==> src/rtl/lockin_pkg.sv <==
// -----------------------------------------------------------------------------
// lockin_pkg
// Shared definitions for the lock-in phase sequencer: default channel count,
// default phase word width, the phase word type and the sequencer FSM states.
// No ports (package).
// -----------------------------------------------------------------------------
package lockin_pkg;

  localparam int NUM_CH  = 8;
  localparam int PHASE_W = 20;

  typedef logic [PHASE_W-1:0] phase_t;

  typedef enum logic {
    ST_IDLE = 1'b0,
    ST_RUN  = 1'b1
  } state_t;

endpackage

==> src/rtl/lockin_shadow_bank.sv <==
// -----------------------------------------------------------------------------
// lockin_shadow_bank
// Holds the shadow copies of the per-channel phase increments and offsets that
// the sequencer actually uses, plus the "update pending" flag. New bus values
// are captured only when a frame is being started (tick accepted in IDLE) and
// an update has been requested, so a frame always runs on one consistent set.
//
// Ports
//   clk          : clock, rising edge
//   rst          : synchronous active-high reset
//   tick_accept  : a frame is being started this cycle
//   update_req   : request to load new incr/offs values at the next frame start
//   incr_bus     : per-channel increments, channel n at [n*PHASE_W +: PHASE_W]
//   offs_bus     : per-channel offsets, same packing
//   incr_sh      : shadowed increments, same packing
//   offs_sh      : shadowed offsets, same packing
// -----------------------------------------------------------------------------
module lockin_shadow_bank #(
  parameter int NUM_CH  = lockin_pkg::NUM_CH,
  parameter int PHASE_W = lockin_pkg::PHASE_W
) (
  input  logic                      clk,
  input  logic                      rst,
  input  logic                      tick_accept,
  input  logic                      update_req,
  input  logic [NUM_CH*PHASE_W-1:0] incr_bus,
  input  logic [NUM_CH*PHASE_W-1:0] offs_bus,
  output logic [NUM_CH*PHASE_W-1:0] incr_sh,
  output logic [NUM_CH*PHASE_W-1:0] offs_sh
);
  import lockin_pkg::*;

  logic pending;
  logic load;

  // A request arriving in the same cycle as the accepted tick counts as pending,
  // so that frame already runs on the new values.
  assign load = tick_accept && (pending || update_req);

  // NOTE: state registers use non-blocking assignments so every flop samples
  // the pre-edge values regardless of statement order.
  always_ff @(posedge clk) begin
    if (rst) begin
      incr_sh <= '0;
      offs_sh <= '0;
      pending <= 1'b0;
    end else begin
      if (load) begin
        incr_sh <= incr_bus;
        offs_sh <= offs_bus;
      end
      pending <= tick_accept ? 1'b0 : (pending || update_req);
    end
  end

endmodule

==> src/rtl/lockin_phase_sequencer.sv <==
// -----------------------------------------------------------------------------
// lockin_phase_sequencer
// On each accepted sample tick, steps through all lock-in channels, one per
// cycle: advances channel n's phase accumulator by its increment and emits the
// accumulator plus the channel offset (both wrap modulo 2^PHASE_W).
// Ticks arriving while a frame is in progress are dropped and set a sticky
// overrun flag.
//
// Optional feature: define LOCKIN_PHASE_CLEAR_EN to add the phase_clear input,
// which zeroes all accumulators at the next accepted tick (before the add).
//
// Ports
//   clk_clk        : clock, rising edge
//   reset_reset    : synchronous active-high reset
//   phase_incr_bus : per-channel increments, channel n at [n*PHASE_W +: PHASE_W]
//   phase_offs_bus : per-channel offsets, same packing
//   sample_tick    : one-cycle pulse, new ADC sample (frame start)
//   update_req     : pulse, load new incr/offs at the next frame start
//   phase_clear    : (LOCKIN_PHASE_CLEAR_EN only) clear accumulators at next frame
//   phase_out      : phase word for channel phase_ch
//   phase_ch       : channel index of phase_out
//   phase_valid    : phase_out/phase_ch valid this cycle
//   frame_done     : pulse with the last channel's phase_valid
//   busy           : frame in progress
//   overrun        : sticky, a tick arrived while busy
// -----------------------------------------------------------------------------
module lockin_phase_sequencer #(
  parameter  int NUM_CH  = lockin_pkg::NUM_CH,
  parameter  int PHASE_W = lockin_pkg::PHASE_W,
  localparam int CH_W    = (NUM_CH > 1) ? $clog2(NUM_CH) : 1
) (
  input  logic                      clk_clk,
  input  logic                      reset_reset,
  input  logic [NUM_CH*PHASE_W-1:0] phase_incr_bus,
  input  logic [NUM_CH*PHASE_W-1:0] phase_offs_bus,
  input  logic                      sample_tick,
  input  logic                      update_req,
`ifdef LOCKIN_PHASE_CLEAR_EN
  input  logic                      phase_clear,
`endif
  output logic [PHASE_W-1:0]        phase_out,
  output logic [CH_W-1:0]           phase_ch,
  output logic                      phase_valid,
  output logic                      frame_done,
  output logic                      busy,
  output logic                      overrun
);
  import lockin_pkg::*;

  localparam logic [CH_W-1:0] LAST_CH = CH_W'(NUM_CH - 1);

  state_t                    state;
  logic [CH_W-1:0]           ch;
  logic [PHASE_W-1:0]        acc [NUM_CH];
  logic [NUM_CH*PHASE_W-1:0] incr_sh;
  logic [NUM_CH*PHASE_W-1:0] offs_sh;
  logic                      tick_accept;
  logic [PHASE_W-1:0]        incr_cur;
  logic [PHASE_W-1:0]        offs_cur;
  logic [PHASE_W-1:0]        acc_next;
  logic [PHASE_W-1:0]        phase_next;
`ifdef LOCKIN_PHASE_CLEAR_EN
  logic                      clear_pending;
`endif

  // Ticks are only honoured in IDLE; a tick in RUN is an overrun instead.
  assign tick_accept = (state == ST_IDLE) && sample_tick;

  lockin_shadow_bank #(
    .NUM_CH  (NUM_CH),
    .PHASE_W (PHASE_W)
  ) u_shadow (
    .clk         (clk_clk),
    .rst         (reset_reset),
    .tick_accept (tick_accept),
    .update_req  (update_req),
    .incr_bus    (phase_incr_bus),
    .offs_bus    (phase_offs_bus),
    .incr_sh     (incr_sh),
    .offs_sh     (offs_sh)
  );

  // Datapath for the channel being processed this cycle; additions wrap silently.
  assign incr_cur   = incr_sh[ch*PHASE_W +: PHASE_W];
  assign offs_cur   = offs_sh[ch*PHASE_W +: PHASE_W];
  assign acc_next   = acc[ch] + incr_cur;
  assign phase_next = acc_next + offs_cur;

  always_ff @(posedge clk_clk) begin
    if (reset_reset) begin
      state       <= ST_IDLE;
      ch          <= '0;
      phase_out   <= '0;
      phase_ch    <= '0;
      phase_valid <= 1'b0;
      frame_done  <= 1'b0;
      busy        <= 1'b0;
      overrun     <= 1'b0;
      // NOTE: the accumulator array is reset explicitly because the phase
      // sequence must restart from zero after reset; this keeps it in flops
      // rather than a RAM, which is fine at this channel count.
      for (int i = 0; i < NUM_CH; i++) acc[i] <= '0;
`ifdef LOCKIN_PHASE_CLEAR_EN
      clear_pending <= 1'b0;
`endif
    end else begin
      phase_valid <= 1'b0;
      frame_done  <= 1'b0;

      case (state)
        ST_IDLE: begin
          if (sample_tick) begin
            state <= ST_RUN;
            ch    <= '0;
            busy  <= 1'b1;
`ifdef LOCKIN_PHASE_CLEAR_EN
            // Zeroing here is equivalent to treating acc[] as 0 before the add.
            if (clear_pending || phase_clear) begin
              for (int i = 0; i < NUM_CH; i++) acc[i] <= '0;
            end
`endif
          end
        end

        ST_RUN: begin
          if (sample_tick) overrun <= 1'b1;

          acc[ch]     <= acc_next;
          phase_out   <= phase_next;
          phase_ch    <= ch;
          phase_valid <= 1'b1;
          frame_done  <= (ch == LAST_CH);

          if (ch == LAST_CH) begin
            state <= ST_IDLE;
            ch    <= '0;
            busy  <= 1'b0;
          end else begin
            ch <= ch + 1'b1;
          end
        end

        default: state <= ST_IDLE;
      endcase

`ifdef LOCKIN_PHASE_CLEAR_EN
      clear_pending <= tick_accept ? 1'b0 : (clear_pending || phase_clear);
`endif
    end
  end

endmodule

==> config.mk <==
export PLATFORM = sky130hd
export DESIGN_NAME = lockin_phase_sequencer
export DESIGN_NICKNAME = d
export VERILOG_FILES = /design/src/rtl/lockin_pkg.sv /design/src/rtl/lockin_shadow_bank.sv /design/src/rtl/lockin_phase_sequencer.sv
export SDC_FILE = /design/constraint.sdc
export NUM_CORES = 1
export LEC_CHECK = 0
export CAP_MARGIN = 5
export CORE_UTILIZATION = 23
export DETAILED_ROUTE_END_ITERATION = 10
export PLACE_DENSITY_LB_ADDON = 0.2
export SKIP_CTS_REPAIR_TIMING = 1
export SYNTH_ARGS = -nofsm -noshare
export SYNTH_HDL_FRONTEND = slang
export SYNTH_SLANG_ARGS = --single-unit
==> constraint.sdc <==
create_clock -name clk_clk -period 6.3 [get_ports clk_clk]
set_clock_uncertainty 0.15 [all_clocks]
set_input_delay 0.63 -clock clk_clk [delete_from_list [all_inputs] [get_ports clk_clk]]
set_output_delay 0.63 -clock clk_clk [all_outputs]
set_load 0.01 [all_outputs]
**Signal wires on met3**

Scale: 1.5 px per µm.
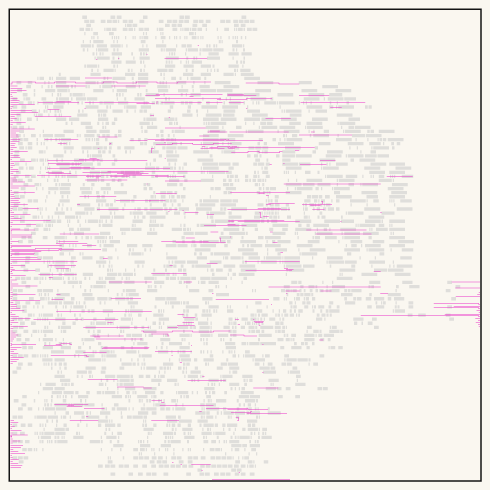
wire length on this layer: 5,150 µm
share of all routed wire: 5.8%
longest straight run: 87.4 µm

**The clock network**

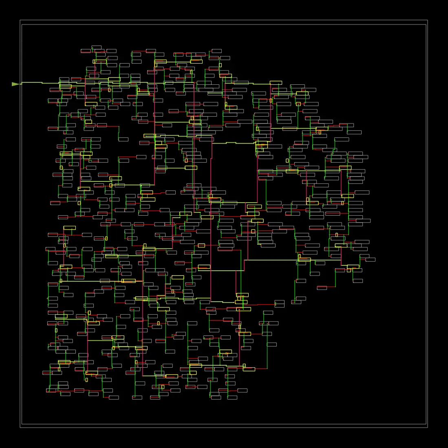
Clock Sinks: 515
CTS Buf Count: 57
clock buffer count: 74
clk latency late pin: 630 ps

==> flow_summary.json <==
{
  "comb_area_mm2": 0.00969,
  "synthDistinctLibCells": 62,
  "grt_pass1_wl_mm": 130,
  "drive_gt1_share_pct": 8.38,
  "clockBufferDepth": 3,
  "reg2reg_from": "ch[1]$_SDFFE_PP0N_",
  "antenna_found_initial": 6,
  "placedCellCount": 3937,
  "rrSetupSlack_ps": 540,
  "edf_count": 160,
  "worstPathArrival_ps": 6140,
  "crit_end": "phase_out[19]$_SDFFE_PP0P_",
  "min_path_type": "flip-flop to flip-flop",
  "async_reset_ff_share_pct": 0,
  "hpwl_mm": 65.5,
  "vias_per_cell": 4.75,
  "fp_util_pct": 23.4,
  "cp_max_fo": 19,
  "bufAreaShareNonClock_pct": 13.7,
  "syn_area_mm2": 0.0223,
  "crit_required_ps": 6680,
  "first_pass_iters": 7,
  "dieArea_mm2": 0.0983,
  "grt_max_degree": 192,
  "outcome": "completed",
  "final_cell_mix": "nand2_1 (675), a21oi_1 (354), dfxtp_1 (350)",
  "total_power_mw": 8.18,
  "hold_depth": 2,
  "die-width_um": 314,
  "comb_cell_power_mw": 1.25,
  "fp_nets": 2805,
  "post-route-period-util_pct": 91.4,
  "slew_headroom_pct": 29.3
}
-- metal layers --
| layer | vias to the layer above | track usage [%] |
|---|---|---|
| met4 | 6 | 4.63 |
| met5 | - | 0 |
| li1 | 9112 | - |
| met2 | 568 | 30.0 |
| met3 | 107 | 3.18 |
| met1 | 9446 | 23.4 |
-- critical path, delay by kind of cell, from the launching register on --
| kind | cells | cell delay, ps |
|---|---|---|
| XOR/XNOR | 3 | 890 |
| AND-OR/OR-AND | 10 | 2050 |
| buffers and inverters | 1 | 110 |
| flip-flops | 1 | 540 |
| adder cells (fa/ha/maj) | 3 | 1160 |
| AND/OR/NAND/NOR | 4 | 740 |
